<file path="src/rtl/fwd_hazard_unit.sv">
// fwd_hazard_unit: operand forwarding from EX/MEM, MEM/WB and a writeback-hold
// entry, plus load-use hazard detection with a fixed-length stall sequence.
// Outputs are combinational from the current inputs and the registered state.
module fwd_hazard_unit #(
  parameter int DATA_W        = 16,
  parameter int REG_AW        = 3,
  parameter int NSRC          = 2,
  parameter int LOAD_LAT      = 1,
  parameter int ZERO_REG_SKIP = 0
) (
  input  logic                     clk,
  input  logic                     rst_n,
  input  logic                     flush,
  input  logic                     id_ex_valid,
  input  logic [NSRC*REG_AW-1:0]   src_addr,
  input  logic [NSRC-1:0]          src_valid,
  input  logic [REG_AW-1:0]        ex_mem_dst,
  input  logic                     ex_mem_wb,
  input  logic                     ex_mem_is_load,
  input  logic [DATA_W-1:0]        ex_mem_data,
  input  logic [REG_AW-1:0]        mem_wb_dst,
  input  logic                     mem_wb_wb,
  input  logic [DATA_W-1:0]        mem_wb_data,
  output logic [NSRC*2-1:0]        fwd_sel,
  output logic [NSRC*DATA_W-1:0]   fwd_data,
  output logic                     stall
);

  typedef enum logic [0:0] {
    IDLE  = 1'b0,
    STALL = 1'b1
  } state_t;

  // Register 0 is excluded from matching when this is set.
  localparam logic       ZSKIP    = (ZERO_REG_SKIP != 0);
  // A single-cycle stall needs no STALL state at all.
  localparam logic       MULTI    = (LOAD_LAT > 1);
  localparam logic [3:0] LAT_M1   = 4'(LOAD_LAT - 1);

  state_t                state_r;
  state_t                state_nxt_s;
  logic [3:0]            cnt_r;
  logic [3:0]            cnt_nxt_s;
  logic                  hold_valid_r;
  logic [REG_AW-1:0]     hold_dst_r;
  logic [DATA_W-1:0]     hold_data_r;
  logic [NSRC-1:0]       load_hit_s;
  logic                  any_hit_s;
  logic                  stall_s;

  // An operand read matches a writer when the read is live, the writer writes
  // back, the addresses agree, and the address is not a skipped zero register.
  function automatic logic src_match(
    input logic              rd_live,
    input logic [REG_AW-1:0] rd_addr,
    input logic              wr_en,
    input logic [REG_AW-1:0] wr_addr
  );
    logic zero_skip;
    zero_skip = ZSKIP && (rd_addr == {REG_AW{1'b0}});
    return rd_live && wr_en && (rd_addr == wr_addr) && !zero_skip;
  endfunction

  // Per-operand forward select with EX/MEM > MEM/WB > hold priority; a load in
  // EX/MEM blocks the operand completely instead of falling through.
  always_comb begin
    fwd_sel    = '0;
    fwd_data   = '0;
    load_hit_s = '0;
    for (int i = 0; i < NSRC; i++) begin
      if (src_match(id_ex_valid && src_valid[i], src_addr[i*REG_AW +: REG_AW],
                    ex_mem_wb, ex_mem_dst)) begin
        if (ex_mem_is_load) begin
          load_hit_s[i] = 1'b1;
        end else begin
          fwd_sel[i*2 +: 2]           = 2'd1;
          fwd_data[i*DATA_W +: DATA_W] = ex_mem_data;
        end
      end else if (src_match(id_ex_valid && src_valid[i], src_addr[i*REG_AW +: REG_AW],
                             mem_wb_wb, mem_wb_dst)) begin
        fwd_sel[i*2 +: 2]           = 2'd2;
        fwd_data[i*DATA_W +: DATA_W] = mem_wb_data;
      end else if (src_match(id_ex_valid && src_valid[i], src_addr[i*REG_AW +: REG_AW],
                             hold_valid_r, hold_dst_r)) begin
        fwd_sel[i*2 +: 2]           = 2'd3;
        fwd_data[i*DATA_W +: DATA_W] = hold_data_r;
      end else begin
        fwd_sel[i*2 +: 2]           = 2'd0;
        fwd_data[i*DATA_W +: DATA_W] = {DATA_W{1'b0}};
      end
    end
  end

  // Several operands hitting the same load collapse into one stall sequence.
  assign any_hit_s = |load_hit_s;

  // Stall FSM next-state and stall decode; flush overrides everything.
  always_comb begin
    state_nxt_s = state_r;
    cnt_nxt_s   = cnt_r;
    stall_s     = 1'b0;
    if (flush) begin
      state_nxt_s = IDLE;
      cnt_nxt_s   = 4'd0;
      stall_s     = 1'b0;
    end else begin
      case (state_r)
        IDLE: begin
          if (any_hit_s) begin
            stall_s = 1'b1;
            if (MULTI) begin
              state_nxt_s = STALL;
              cnt_nxt_s   = LAT_M1;
            end else begin
              state_nxt_s = IDLE;
              cnt_nxt_s   = 4'd0;
            end
          end else begin
            state_nxt_s = IDLE;
            cnt_nxt_s   = 4'd0;
          end
        end
        STALL: begin
          stall_s = 1'b1;
          if (cnt_r == 4'd1) begin
            state_nxt_s = IDLE;
            cnt_nxt_s   = 4'd0;
          end else begin
            state_nxt_s = STALL;
            cnt_nxt_s   = cnt_r - 4'd1;
          end
        end
        default: begin
          state_nxt_s = IDLE;
          cnt_nxt_s   = 4'd0;
          stall_s     = 1'b0;
        end
      endcase
    end
  end

  // Stall is held low for the whole reset window, even with a hit on the inputs.
  assign stall = stall_s && rst_n;

  // Stall FSM state and counter registers.
  always_ff @(posedge clk or negedge rst_n) begin
    if (!rst_n) begin
      state_r <= IDLE;
      cnt_r   <= 4'd0;
    end else begin
      state_r <= state_nxt_s;
      cnt_r   <= cnt_nxt_s;
    end
  end

  // Writeback-hold entry: remembers the last MEM/WB write; flush invalidates it.
  always_ff @(posedge clk or negedge rst_n) begin
    if (!rst_n) begin
      hold_valid_r <= 1'b0;
      hold_dst_r   <= {REG_AW{1'b0}};
      hold_data_r  <= {DATA_W{1'b0}};
    end else if (flush) begin
      hold_valid_r <= 1'b0;
    end else if (mem_wb_wb) begin
      hold_valid_r <= 1'b1;
      hold_dst_r   <= mem_wb_dst;
      hold_data_r  <= mem_wb_data;
    end else begin
      hold_valid_r <= hold_valid_r;
    end
  end

endmodule

</file>
<file path="config.mk">
export PLATFORM = sky130hd
export DESIGN_NAME = fwd_hazard_unit
export DESIGN_NICKNAME = d
export VERILOG_FILES = /design/src/rtl/fwd_hazard_unit.sv
export SDC_FILE = /design/constraint.sdc
export NUM_CORES = 1
export LEC_CHECK = 0
export CAP_MARGIN = 20
export CORE_MARGIN = 2
export CORE_UTILIZATION = 47
export CTS_CLUSTER_SIZE = 30
export DETAILED_ROUTE_END_ITERATION = 16
export PLACE_DENSITY = 0.95
export SLEW_MARGIN = 15
export SYNTH_ARGS = -nofsm -noshare
export SYNTH_HDL_FRONTEND = slang
export SYNTH_SLANG_ARGS = --single-unit
</file>
<file path="constraint.sdc">
create_clock -name clk -period 7.1 [get_ports clk]
set_input_delay 1.775 -clock clk [delete_from_list [all_inputs] [get_ports clk]]
set_output_delay 1.775 -clock clk [all_outputs]
set_load 0.01 [all_outputs]
</file>
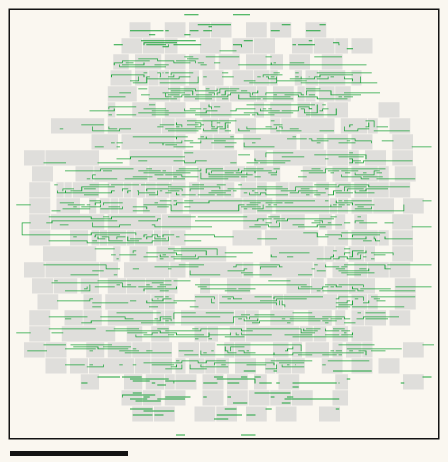
**Above:** signal wires on met1.
Scale bar: 20 um.
The layer carries 2490 um of wire. The longest straight run is 24.8 um.

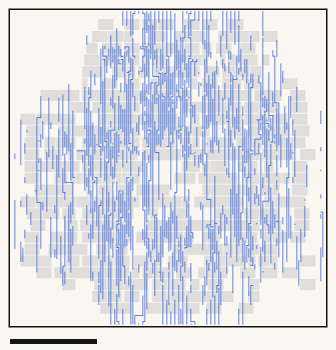
**Above:** the metal 2 layer.
Scale bar: 20 um.
The layer holds 53% of the routed length. The longest straight run is 27.9 um. The wires run mostly vertical. The layer carries 3420 um of wire. 326 nets have wire on it.

==> power by group <==
| part | internal [uW] | switching [uW] |
|---|---|---|
| combinational | 67.2 | 53.4 |
| clock | 40.1 | 42.5 |
| sequential | 159 | 16.4 |
==> cell families (layout without fill, tap and decap cells) <==
group	Yosys count	count (layout)	share of synthesized area
buffers and inverters	23	100	0.0614
muxes	21	21	0.105
and+or+nand+nor	80	80	0.255
adders and majority gates	2	2	0.0113
xor gates and xnor gates	20	20	0.0789
DFF	25	25	0.282
AOI/OAI and AO/OA	66	66	0.206
==> sequential cells by signal (all words and copies together), names as in the netlist <==
register,count
cnt_r,4
hold_data_r,16
state_r,1
hold_valid_r,1
hold_dst_r,3
==> worst paths after layout <==
check                              from         endpoint  cells after the start
max                         src_addr[5]     fwd_data[27]                      6
min                            cnt_r[0]         cnt_r[0]                      1
max reg2reg                hold_valid_r     hold_valid_r                      2
min reg2reg                    cnt_r[0]         cnt_r[0]                      1
max in group asynchronous         rst_n  hold_data_r[12]                      2
min in group asynchronous         rst_n   hold_data_r[2]                      2
==> area by class of cell <==
cell class | count | area share
multi-input combinational | 189 | 0.466
timing repair buffer | 93 | 0.294
clock buffer | 4 | 0.0144
sequential | 25 | 0.200
inverter | 3 | 0.00360
tap | 54 | 0.0216
==> metrics by stage <==
stage / total power (uW) / hold WS, ns / instance area [sq um] / utilization
global route: 398 / 0.531 / 3130 / 0.676
finish: 378 / 0.520 / 3130 / 0.676
floorplan: 236 / 0.453 / 2220 / -
global placement: 293 / 0.475 / 3090 / 0.666
CTS: 381 / 0.507 / 3130 / 0.676
detailed placement: 298 / 0.495 / 3090 / 0.666
==> worst reg2reg max path: cells and delay by family (launching register included) <==
kind	cells	cell delay [ns]
flops	1	0.79
simple gates	2	0.21
==> results_dict.tcl <==
# metrics dict for downstream scripts
set metrics [dict create \
    ys_warn_count 0 \
    final-instance-count-excl-fill 368 \
    synth-seq-cells 25 \
    area_leaders "dfrtp_1 (28%), mux2_2 (9.6%), a22oi_1 (7.8%), a21oi_1 (7.4%), xor2_1 (5.9%)" \
    dp_hpwl_um 4650 \
    ir_drop_mv 0.0880 \
    slowest_delay_ns 0.87 \
    fin_crit_ns 6.17 \
    clk_pin_slew_ns 0.08 \
    syn_nets 292 \
    slew-limit-headroom 0.335 \
    ys_chip_area_sq_um 2220 \
    synthCells 237 \
    status "finished clean" \
    finalCritPeriodShare 0.869 \
    drt_iter0_drc 254 \
    drt-vias-per-instance 6.00 \
    synth_area_per_cell_sq_um 9.37 \
    criticalPathCategory "input port to output pin" \
    tns_ns 0 \
    insertion_delay_ns 0.26 \
    regToRegSetupSlack_ns 6.04 \
    gp_congestion 0.858 \
]
Power figures rest on the tool's default switching activity, not on a simulated workload.
